<file path="src/rtl/ram_loader_if.sv">
// ram_loader_if
//   Bundles the host/receive/RAM-write signals of ram_loader.
//   master modport: the host side that drives start/n_words and the byte stream
//                   and observes the RAM write port and status.
//   slave modport : the loader itself.
// Signals:
//   start, n_words          host request (n_words is AW+1 bits wide)
//   rx_valid, rx_data       byte stream in, rx_ready back-pressure out
//   ram_load, ram_address,  RAM write port
//   ram_in
//   busy, done,             transfer status
//   words_written, checksum
interface ram_loader_if #(
  parameter int WIDTH = 16,
  parameter int DEPTH = 32
);
  localparam int AW = $clog2(DEPTH);

  logic             start;
  logic [AW:0]      n_words;
  logic             rx_valid;
  logic [7:0]       rx_data;
  logic             rx_ready;
  logic             ram_load;
  logic [AW-1:0]    ram_address;
  logic [WIDTH-1:0] ram_in;
  logic             busy;
  logic             done;
  logic [AW:0]      words_written;
  logic [WIDTH-1:0] checksum;

  modport master (
    output start, n_words, rx_valid, rx_data,
    input  rx_ready, ram_load, ram_address, ram_in,
    input  busy, done, words_written, checksum
  );

  modport slave (
    input  start, n_words, rx_valid, rx_data,
    output rx_ready, ram_load, ram_address, ram_in,
    output busy, done, words_written, checksum
  );
endinterface

</file>
<file path="src/rtl/ram_loader.sv">
// ram_loader
//   Assembles a byte-serial image (high byte first) into WIDTH-bit words and
//   writes them to the CPU data RAM at incrementing addresses starting from 0.
//   A transfer of min(n_words, DEPTH) words is started by a start pulse in IDLE;
//   done pulses for one cycle after the last word has been written.
// Parameters:
//   WIDTH  RAM word width, legal 9..16 (one word = two bytes, excess high bits dropped)
//   DEPTH  RAM depth in words; AW = $clog2(DEPTH)
// Ports:
//   clk    rising-edge clock
//   reset  synchronous active-high reset
//   bus    ram_loader_if.slave: start/n_words, rx_valid/rx_data/rx_ready,
//          ram_load/ram_address/ram_in, busy/done/words_written/checksum
// Build option:
//   RAM_LOADER_CHECKSUM_EN  when defined, checksum is the running mod-2^WIDTH sum of
//                           the words written; otherwise checksum is tied to 0.
// All outputs come straight from registers.
module ram_loader #(
  parameter int WIDTH = 16,
  parameter int DEPTH = 32
) (
  input  logic         clk,
  input  logic         reset,
  ram_loader_if.slave  bus
);
  localparam int AW = $clog2(DEPTH);

  localparam logic [AW:0]   DEPTH_C = (AW+1)'(DEPTH);
  localparam logic [AW:0]   ONE_W   = (AW+1)'(1);
  localparam logic [AW-1:0] ONE_A   = AW'(1);
  localparam logic [AW:0]   ZERO_W  = {(AW+1){1'b0}};

  localparam logic [2:0] S_IDLE  = 3'd0;
  localparam logic [2:0] S_HI    = 3'd1;
  localparam logic [2:0] S_LO    = 3'd2;
  localparam logic [2:0] S_WRITE = 3'd3;
  localparam logic [2:0] S_FIN   = 3'd4;

  // Transfer length never exceeds the RAM, so the address cannot wrap.
  function automatic logic [AW:0] clamp_len(input logic [AW:0] n);
    if (n > DEPTH_C) begin
      return DEPTH_C;
    end else begin
      return n;
    end
  endfunction

  // High byte first; for WIDTH<16 the top bits of the high byte are dropped.
  function automatic logic [WIDTH-1:0] pack_word(input logic [7:0] hi, input logic [7:0] lo);
    logic [15:0] w;
    w = {hi, lo};
    return w[WIDTH-1:0];
  endfunction

  logic [2:0]       state_q,    state_d;
  logic [AW:0]      len_q,      len_d;
  logic [7:0]       hi_q,       hi_d;
  logic [AW-1:0]    addr_q,     addr_d;
  logic [WIDTH-1:0] ram_in_q,   ram_in_d;
  logic [AW:0]      ww_q,       ww_d;
  logic             rx_ready_q, rx_ready_d;
  logic             ram_load_q, ram_load_d;
  logic             busy_q,     busy_d;
  logic             done_q,     done_d;
`ifdef RAM_LOADER_CHECKSUM_EN
  logic [WIDTH-1:0] ck_q,       ck_d;
`endif

  logic        rx_fire_s;
  logic [AW:0] ww_inc_s;
  logic [AW:0] start_len_s;

  // A byte is consumed only when the registered ready meets a valid byte.
  assign rx_fire_s   = bus.rx_valid & rx_ready_q;
  assign ww_inc_s    = ww_q + ONE_W;
  assign start_len_s = clamp_len(bus.n_words);

  // Next-state and datapath logic of the loader FSM.
  always_comb begin
    state_d  = state_q;
    len_d    = len_q;
    hi_d     = hi_q;
    addr_d   = addr_q;
    ram_in_d = ram_in_q;
    ww_d     = ww_q;
`ifdef RAM_LOADER_CHECKSUM_EN
    ck_d     = ck_q;
`endif
    case (state_q)
      S_IDLE: begin
        if (bus.start) begin
          len_d  = start_len_s;
          addr_d = {AW{1'b0}};
          ww_d   = ZERO_W;
`ifdef RAM_LOADER_CHECKSUM_EN
          ck_d   = {WIDTH{1'b0}};
`endif
          if (start_len_s == ZERO_W) begin
            state_d = S_FIN;
          end else begin
            state_d = S_HI;
          end
        end else begin
          state_d = S_IDLE;
        end
      end
      S_HI: begin
        if (rx_fire_s) begin
          hi_d    = bus.rx_data;
          state_d = S_LO;
        end else begin
          state_d = S_HI;
        end
      end
      S_LO: begin
        if (rx_fire_s) begin
          ram_in_d = pack_word(hi_q, bus.rx_data);
          state_d  = S_WRITE;
        end else begin
          state_d = S_LO;
        end
      end
      S_WRITE: begin
        ww_d = ww_inc_s;
`ifdef RAM_LOADER_CHECKSUM_EN
        ck_d = ck_q + ram_in_q;
`endif
        // On the last word the address stays on it so it remains visible after done.
        if (ww_inc_s == len_q) begin
          state_d = S_FIN;
        end else begin
          addr_d  = addr_q + ONE_A;
          state_d = S_HI;
        end
      end
      S_FIN: begin
        state_d = S_IDLE;
      end
      default: begin
        state_d = S_IDLE;
      end
    endcase
  end

  // Status/strobe outputs are decoded from the next state so they can be registered.
  always_comb begin
    rx_ready_d = 1'b0;
    ram_load_d = 1'b0;
    busy_d     = 1'b0;
    done_d     = 1'b0;
    case (state_d)
      S_HI: begin
        rx_ready_d = 1'b1;
        busy_d     = 1'b1;
      end
      S_LO: begin
        rx_ready_d = 1'b1;
        busy_d     = 1'b1;
      end
      S_WRITE: begin
        ram_load_d = 1'b1;
        busy_d     = 1'b1;
      end
      S_FIN: begin
        done_d = 1'b1;
        busy_d = 1'b1;
      end
      default: begin
        rx_ready_d = 1'b0;
        ram_load_d = 1'b0;
        busy_d     = 1'b0;
        done_d     = 1'b0;
      end
    endcase
  end

  // State and output registers with synchronous reset; reset drops any partial word.
  always_ff @(posedge clk) begin
    if (reset) begin
      state_q    <= S_IDLE;
      len_q      <= ZERO_W;
      hi_q       <= 8'h00;
      addr_q     <= {AW{1'b0}};
      ram_in_q   <= {WIDTH{1'b0}};
      ww_q       <= ZERO_W;
      rx_ready_q <= 1'b0;
      ram_load_q <= 1'b0;
      busy_q     <= 1'b0;
      done_q     <= 1'b0;
    end else begin
      state_q    <= state_d;
      len_q      <= len_d;
      hi_q       <= hi_d;
      addr_q     <= addr_d;
      ram_in_q   <= ram_in_d;
      ww_q       <= ww_d;
      rx_ready_q <= rx_ready_d;
      ram_load_q <= ram_load_d;
      busy_q     <= busy_d;
      done_q     <= done_d;
    end
  end

`ifdef RAM_LOADER_CHECKSUM_EN
  // Running checksum register, cleared on accepted start and by reset.
  always_ff @(posedge clk) begin
    if (reset) begin
      ck_q <= {WIDTH{1'b0}};
    end else begin
      ck_q <= ck_d;
    end
  end

  assign bus.checksum = ck_q;
`else
  assign bus.checksum = {WIDTH{1'b0}};
`endif

  assign bus.rx_ready      = rx_ready_q;
  assign bus.ram_load      = ram_load_q;
  assign bus.ram_address   = addr_q;
  assign bus.ram_in        = ram_in_q;
  assign bus.busy          = busy_q;
  assign bus.done          = done_q;
  assign bus.words_written = ww_q;
endmodule

</file>
<file path="src/flat_wrapper.sv">
// flat-port wrapper written by rule: the top's interface ports become plain ports
module ram_loader_flat 
#(
  parameter int WIDTH = 16,
  parameter int DEPTH = 32
)
  (clk, reset, bus_start, bus_n_words, bus_rx_valid, bus_rx_data, bus_rx_ready, bus_ram_load, bus_ram_address, bus_ram_in, bus_busy, bus_done, bus_words_written, bus_checksum);
  ram_loader_if #(.WIDTH(WIDTH), .DEPTH(DEPTH)) bus_i ();
  input  logic clk;
  input  logic reset;
  input wire logic [$bits(bus_i.start)-1:0] bus_start;
  input wire logic [$bits(bus_i.n_words)-1:0] bus_n_words;
  input wire logic [$bits(bus_i.rx_valid)-1:0] bus_rx_valid;
  input wire logic [$bits(bus_i.rx_data)-1:0] bus_rx_data;
  output wire logic [$bits(bus_i.rx_ready)-1:0] bus_rx_ready;
  output wire logic [$bits(bus_i.ram_load)-1:0] bus_ram_load;
  output wire logic [$bits(bus_i.ram_address)-1:0] bus_ram_address;
  output wire logic [$bits(bus_i.ram_in)-1:0] bus_ram_in;
  output wire logic [$bits(bus_i.busy)-1:0] bus_busy;
  output wire logic [$bits(bus_i.done)-1:0] bus_done;
  output wire logic [$bits(bus_i.words_written)-1:0] bus_words_written;
  output wire logic [$bits(bus_i.checksum)-1:0] bus_checksum;
  assign bus_i.start = bus_start;
  assign bus_i.n_words = bus_n_words;
  assign bus_i.rx_valid = bus_rx_valid;
  assign bus_i.rx_data = bus_rx_data;
  assign bus_rx_ready = bus_i.rx_ready;
  assign bus_ram_load = bus_i.ram_load;
  assign bus_ram_address = bus_i.ram_address;
  assign bus_ram_in = bus_i.ram_in;
  assign bus_busy = bus_i.busy;
  assign bus_done = bus_i.done;
  assign bus_words_written = bus_i.words_written;
  assign bus_checksum = bus_i.checksum;
  ram_loader #(.WIDTH(WIDTH), .DEPTH(DEPTH)) u_core (.clk(clk), .reset(reset), .bus(bus_i));
endmodule
</file>
<file path="config.mk">
export PLATFORM = sky130hd
export DESIGN_NAME = ram_loader_flat
export DESIGN_NICKNAME = d
export VERILOG_FILES = /design/src/rtl/ram_loader_if.sv /design/src/rtl/ram_loader.sv /design/src/flat_wrapper.sv
export SDC_FILE = /design/constraint.sdc
export NUM_CORES = 1
export LEC_CHECK = 0
export ABC_AREA = 1
export CAP_MARGIN = 15
export CORE_MARGIN = 5
export CORE_UTILIZATION = 40
export CTS_BUF_LIST = sky130_fd_sc_hd__clkbuf_16
export CTS_CLUSTER_SIZE = 40
export DETAILED_ROUTE_END_ITERATION = 8
export GPL_TIMING_DRIVEN = 0
export PLACE_DENSITY_LB_ADDON = 0.05
export REMOVE_ABC_BUFFERS = 1
export SYNTH_ARGS = -nofsm -noshare
export SYNTH_HDL_FRONTEND = slang
export SYNTH_SLANG_ARGS = --single-unit
</file>
<file path="constraint.sdc">
create_clock -name clk -period 3 [get_ports clk]
set_input_delay 0.9 -clock clk [delete_from_list [all_inputs] [get_ports clk]]
set_output_delay 0.9 -clock clk [all_outputs]
set_load 0.1 [all_outputs]
</file>
### Routed clock nets over the placement, run 1

Drawn at 6 px/µm.
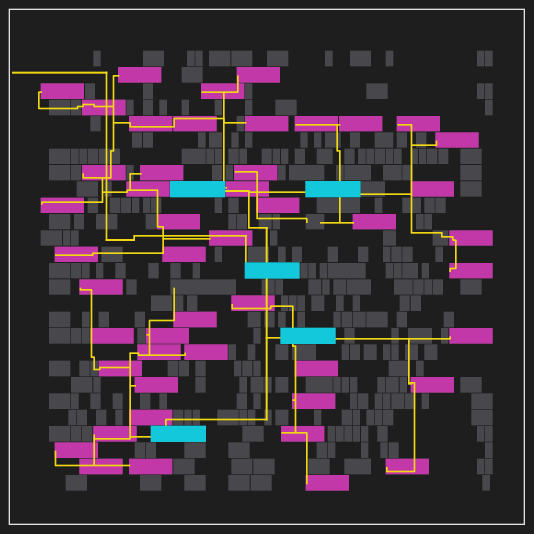
Key: cells driving clock nets = cyan [count 5]; flip-flops = magenta [count 48]; clock wires = yellow [length 623 µm]
There are 6 routed clock nets.

### Local utilization, run 1

Drawn at 3 px/µm. The die is cut into 9 by 9 equal tiles; black is low, pale yellow is high, 0 to 100% covered.
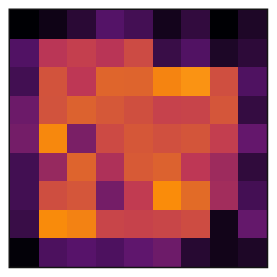
3.7% of the tiles are nearly empty. The mean over all tiles is 39%. 1.2% of the tiles are over 75% full. The densest ninth of the die: middle.
core area: 0.00554 mm²
Util after Layout: 0.527
Floorplan Utilization: 0.413

### Cell classes on the final placement, run 1

Drawn at 4 px/µm. Fill, decap, tap and diode cells in grey.
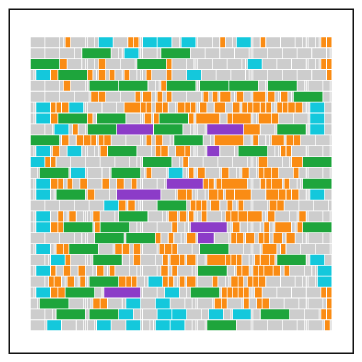
Key: all other logic = orange [cells 247, share of their area 43%]; clock drivers and dummy loads = purple [cells 8, share of their area 6.2%]; flip-flops = green [cells 48, share of their area 34%]; other buffers and delay cells = cyan [cells 48, share of their area 17%]
Cell Rows: 27
final instance area: 0.00292 mm²
fraction of area in registers: 0.329

==> results_slide.txt, run 1 <==
Key Metrics from the Run

STA
  • Min cycle time layout: about 2.9 ns
  • Setup TNS: 0 ns
  • Final Slew Violations: 0
  • Final Skew: ~0.008 ns

Critical path
  • CP max-delay cell: clkdlybuf4s50_1
  • Arrival time worst endpoint: 1.98 ns
  • Crit. Startpoint: u_core.bus.words_written[3]$_SDFFE_PP0P_
  • CP Launch Type: flip-flop
  • Crit path max fanout: 9
  • WP data required: around 2.1 ns
  • CP Capture Type: primary output
  • Reg2reg end: u_core.bus.ram_address[0]$_SDFFE_PP0P_

Pwr
  • Leak: between 1 and 1.5 nW
  • Top Consumer: sequential cells
  • Int Pwr: around 1.1 mW
  • Sw power: approximately 0.47 mW

GRT
  • Most used routing layer: met2
  • Vias in the first global route: a little under 2,000

Logic synthesis
  • Register share after synthesis: 0.420
  • Synth Area per Inst: ~7.5 µm²
  • # Cells Yosys: approximately 310
  • Leading area contributor after synthesis: dfxtp_1
  • Cell area after synthesis: roughly 0.0023 mm²
  • Top-count cell post-synth: dfxtp_1
  • Cell Type Count: 33

Floorplan
  • Die Ht: between 80 and 90 µm
  • I/O Pins: 65

Clocking
  • Postcts setup bufs: 0
  • CTS tree: done
  • Clk ins delay skew pair: between 0.2 and 0.3 ns
  • CTS sink cnt: around 48

Cells and area
  • Layout area overhead: 27.7%
  • Filler Cells Inserted: ~550
  • Gate Area: 0.00108 mm²
  • Final net count: 370

Drt
  • DR DRC count: 0
  • Met2 wire length: 2.31 mm
  • Vias per inst: roughly 4.7
  • Top Layer Used: met4
  • Wire length on met1: 2.29 mm
  • DRT iter0 DRCs: about 42

Run
  • OpenROAD warning count: 25

Worst hold path
  • Hold Crit Endpoint: u_core.bus.ram_in[10]$_SDFFE_PP0P_

Outcome
  • Status: complete, no violations
[run 1: stage by stage]
stage / cells / area [µm²]
2_1_floorplan: 295 / 2170
3_3_place_gp: 415 / 2740
3_5_place_dp: 415 / 2740
4_1_cts: 423 / 2920
5_1_grt: 423 / 2920
6_report: 423 / 2920
[run 1: cells by family (layout without fill, tap and decap cells)]
| group | Yosys count | in the layout | share of synthesized area |
|---|---|---|---|
| buffers and inverters | 60 | 90 | 0.131 |
| AND/OR/NAND/NOR | 129 | 129 | 0.280 |
| AND-OR/OR-AND | 63 | 63 | 0.145 |
| other | 1 | 16 | 0.00164 |
| adder cells (fa/ha/maj) | 2 | 2 | 0.0109 |
| XOR/XNOR | 3 | 3 | 0.0115 |
| flip-flops | 48 | 48 | 0.420 |
### The clock network, run 1

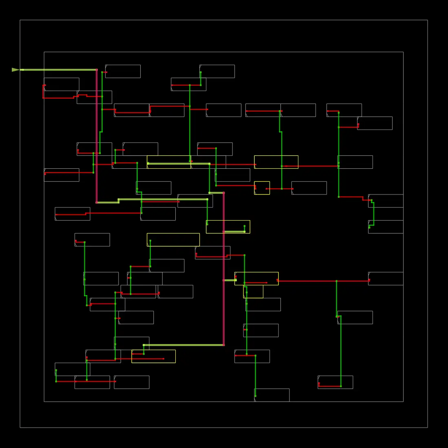

==> run 2, diff against run 1 <==
--- a/config.mk
+++ b/config.mk
@@ -7,7 +7,6 @@
 export LEC_CHECK = 0
 export ABC_AREA = 1
 export CAP_MARGIN = 15
-export CORE_MARGIN = 5
 export CORE_UTILIZATION = 40
 export CTS_BUF_LIST = sky130_fd_sc_hd__clkbuf_16
 export CTS_CLUSTER_SIZE = 40
### The clock network, run 2

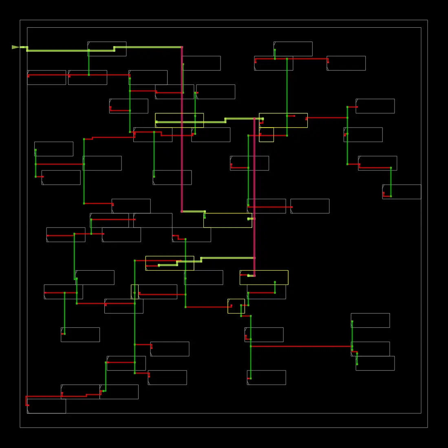
Clock Buffer Count: 5
CTS buffer count: 5

### Close-up of the layout, run 2

Window x 26 to 51, y 26 to 51 µm. Cells in grey, sequential cells in the stronger grey; small squares are vias.
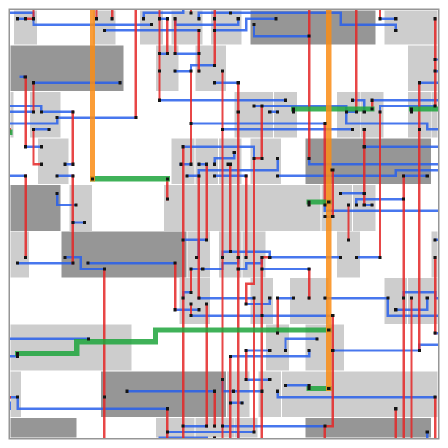
Key: met4 = orange; met2 = red; met1 = blue; met3 = green
Most frequent: nand2_1 (13), inv_1 (6). 43 logic cells have their middle in the window. Sequential cells in the window: 5. Netlist names of flops here include `u_core.len_q` (2).

==> run 2 against run 1 <==
Net effect:
- final cell count unchanged
- clock skew down 0.0026 ns
- combinational power about the same
- critical path type unchanged
- critical endpoint is now bus_words_written[2]
- largest power group unchanged
- highest routed layer unchanged
==> results_slide.txt, run 2 <==
Key Metrics from the Run

Cells and area
  • Final instance area: 0.00289 mm² (was 0.00292 mm²)
  • Fraction of area in registers: 0.333 (was 0.329)
  • Final net count: 370 (unchanged)
  • Filler Cells Inserted: 570 (was 550)

Logic synthesis
  • Leading area contributor after synthesis: dfxtp_1 (unchanged)
  • # Cells Yosys: 306 (unchanged)
  • Top-count cell post-synth: dfxtp_1 (unchanged)
  • Cell Type Count: 33 (unchanged)

Placed design
  • Placed Area: 0.00274 mm² (unchanged)

Floorplan
  • Core area: 0.00551 mm² (was 0.00554 mm²)
  • Die Ht: 77.6 µm (was 85.6 µm)
  • I/O Pins: 65 (unchanged)

Critical path
  • Crit path max fanout: 10 (was 9)
  • CP max-delay cell: clkdlybuf4s50_1 (unchanged)
  • Arrival time worst endpoint: 2.03 ns (was 1.98 ns)
  • CP Capture Type: primary output (unchanged)
  • WP data required: 2.10 ns (about the same)
  • Reg2reg end: u_core.bus.ram_address[0]$_SDFFE_PP0P_ (unchanged)
  • Crit. Startpoint: u_core.bus.words_written[2]$_SDFFE_PP0P_ (was u_core.bus.words_written[3]$_SDFFE_PP0P_)

STA
  • Setup TNS: 0 ns (unchanged)
  • Final Slew Violations: 0 (unchanged)

Drt
  • DR DRC count: 0 (unchanged)
  • DRT iter0 DRCs: 80 (was 42)
  • Vias per inst: 4.74 (was 4.70)

GRT
  • Vias in the first global route: 1,780 (was 1,928)

Clocking
  • Postcts setup bufs: 0 (unchanged)

Outcome
  • Status: complete, no violations (unchanged)

Run
  • OpenROAD warning count: 25 (unchanged)
run 2: cell counts after synthesis:
Identical to the previous run, type by type.
run 2: where the power goes:
group | switching, mW | total [mW] | internal, mW
sequential | 0.00907 | 0.663 | 0.654
combinational | 0.198 | 0.254 | 0.0555
clock | 0.238 | 0.546 | 0.307
run 2: layer usage:
metal	up-vias	GRT usage	share of wire
met2	55	0.293	0.47
met4	0	0.0509	0.013
li1	1052	-	-
met1	892	0.198	0.46
met5	-	0	0
met3	6	0.0471	0.055
run 2: cells by family after synthesis:
family | synth area share
DFF | 0.420
and+or+nand+nor | 0.280
AOI/OAI and AO/OA | 0.145
adders and majority gates | 0.0109
xor gates and xnor gates | 0.0115
other | 0.00164
buffers and inverters | 0.131
### Cell classes on the final placement, run 2

Drawn at 4 px/µm. Fill, decap, tap and diode cells in grey.
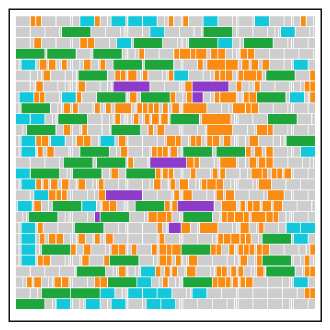

==> run 3, diff against run 2 <==
--- a/config.mk
+++ b/config.mk
@@ -7,6 +7,7 @@
 export LEC_CHECK = 0
 export ABC_AREA = 1
 export CAP_MARGIN = 15
+export CORE_MARGIN = 2
 export CORE_UTILIZATION = 40
 export CTS_BUF_LIST = sky130_fd_sc_hd__clkbuf_16
 export CTS_CLUSTER_SIZE = 40
### Cell classes on the final placement, run 3

Drawn at 4 px/µm. Fill, decap, tap and diode cells in grey.
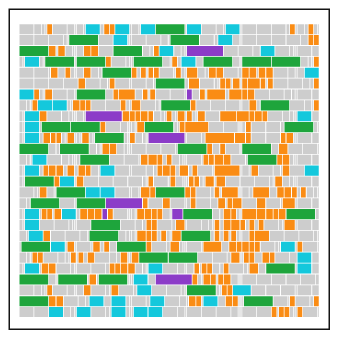
Key: all other logic = orange [cells 247, share of their area 43%]; flip-flops = green [cells 48, share of their area 34%]; other buffers and delay cells = cyan [cells 48, share of their area 17%]; clock drivers and dummy loads = purple [cells 8, share of their area 5.0%]
fraction of area in registers: 0.333
final instance area: 0.00288 mm²
core area: 0.00551 mm²

==> run 3 against run 2 <==
Net effect:
- design area hardly changed
- register-to-register slack better by 0.03 ns
- clock power is 2% lower
- via count is 1.0% higher
- synthesized cell count stayed put
==> results_slide.txt, run 3 <==
Key Metrics from the Run

Outcome
  • Status: complete, no violations (unchanged)

Clocking
  • CTS sink cnt: 48 (unchanged)
  • Postcts setup bufs: 0 (unchanged)

Critical path
  • CP Launch Type: flip-flop (unchanged)
  • WP data required: 2.10 ns (about the same)
  • Crit. Startpoint: u_core.bus.words_written[3]$_SDFFE_PP0P_ (was u_core.bus.words_written[2]$_SDFFE_PP0P_)
  • Reg2reg end: u_core.bus.words_written[0]$_SDFFE_PP0P_ (was u_core.bus.ram_address[0]$_SDFFE_PP0P_)

Logic synthesis
  • # Cells Yosys: 306 (unchanged)
  • Synth Area per Inst: 7.47 µm² (unchanged)
  • Top-count cell post-synth: dfxtp_1 (unchanged)
  • Cell Type Count: 33 (unchanged)

Cells and area
  • Gate Area: 0.00108 mm² (unchanged)
  • Non-Filler Instances: 423 (unchanged)
  • Clock Buffer Count: 5 (unchanged)
  • Util after Layout: 0.524 (about the same)
  • Layout area overhead: 26.2% (was 26.3%)

Worst hold path
  • Hold Crit Endpoint: u_core.bus.ram_in[9]$_SDFFE_PP0P_ (was u_core.hi_q[6]$_SDFFE_PP0P_)

Pwr
  • Top Consumer: sequential cells (unchanged)
  • Sw power: 0.441 mW (was 0.446 mW)
  • Net Sw Frac: 0.304 (was 0.305)

Floorplan
  • Die Ht: 79.6 µm (was 77.6 µm)
  • Cell Rows: 27 (unchanged)

GRT
  • Vias in the first global route: 1,833 (was 1,780)

STA
  • Final Skew: 0.00387 ns (was 0.00540 ns)
  • Setup TNS: 0 ns (unchanged)
  • Final Slew Violations: 0 (unchanged)

Drt
  • DR DRC count: 0 (unchanged)

Placed design
  • Cell count after placement: 415 (unchanged)

Run
  • OpenROAD warning count: 25 (unchanged)
### Close-up of the layout, run 3

Window x 27 to 52, y 27 to 52 µm. Cells in grey, sequential cells in the stronger grey; small squares are vias.
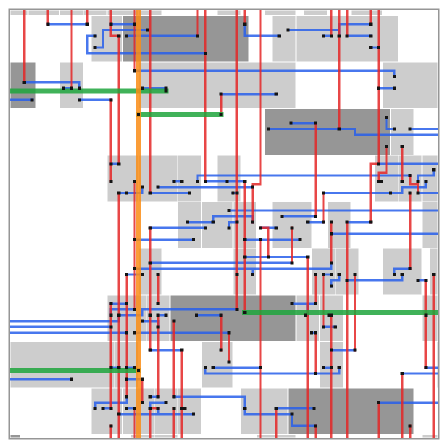
Key: met1 = blue; met4 = orange; met2 = red; met3 = green
Netlist names of flops here include `u_core.len_q` (3), `u_core.state_q` (1). Most frequent: nand2_1 (12), inv_1 (7), dfxtp_1 (4). 40 logic cells have their middle in the window. Sequential cells in the window: 4.

[run 3: cell count changes in the layout (fill, tap and decap cells not counted), sizes merged]
| cell | change |
|---|---|
| clkdlybuf4s50 | -1 |
| dlymetal6s2s | +1 |
[run 3: cells by family (layout without fill, tap and decap cells)]
kind of cell / count (synthesis) / count (layout) / synth area share
compound gates: 63 / 63 / 0.145
flops: 48 / 48 / 0.420
xor+xnor: 3 / 3 / 0.0115
fa+ha+maj: 2 / 2 / 0.0109
simple gates: 129 / 129 / 0.280
other cells: 1 / 16 / 0.00164
buf+inv: 60 / 90 / 0.131
[run 3: routing by layer]
metal  vias up  track usage  part of all wire
li1       1052            -                 -
met1       915        0.198              0.46
met2        52        0.283              0.46
met3         6       0.0543             0.062
met4         0       0.0621             0.013
met5         -            0                 0
Power figures rest on the tool's default switching activity, not on a simulated workload.
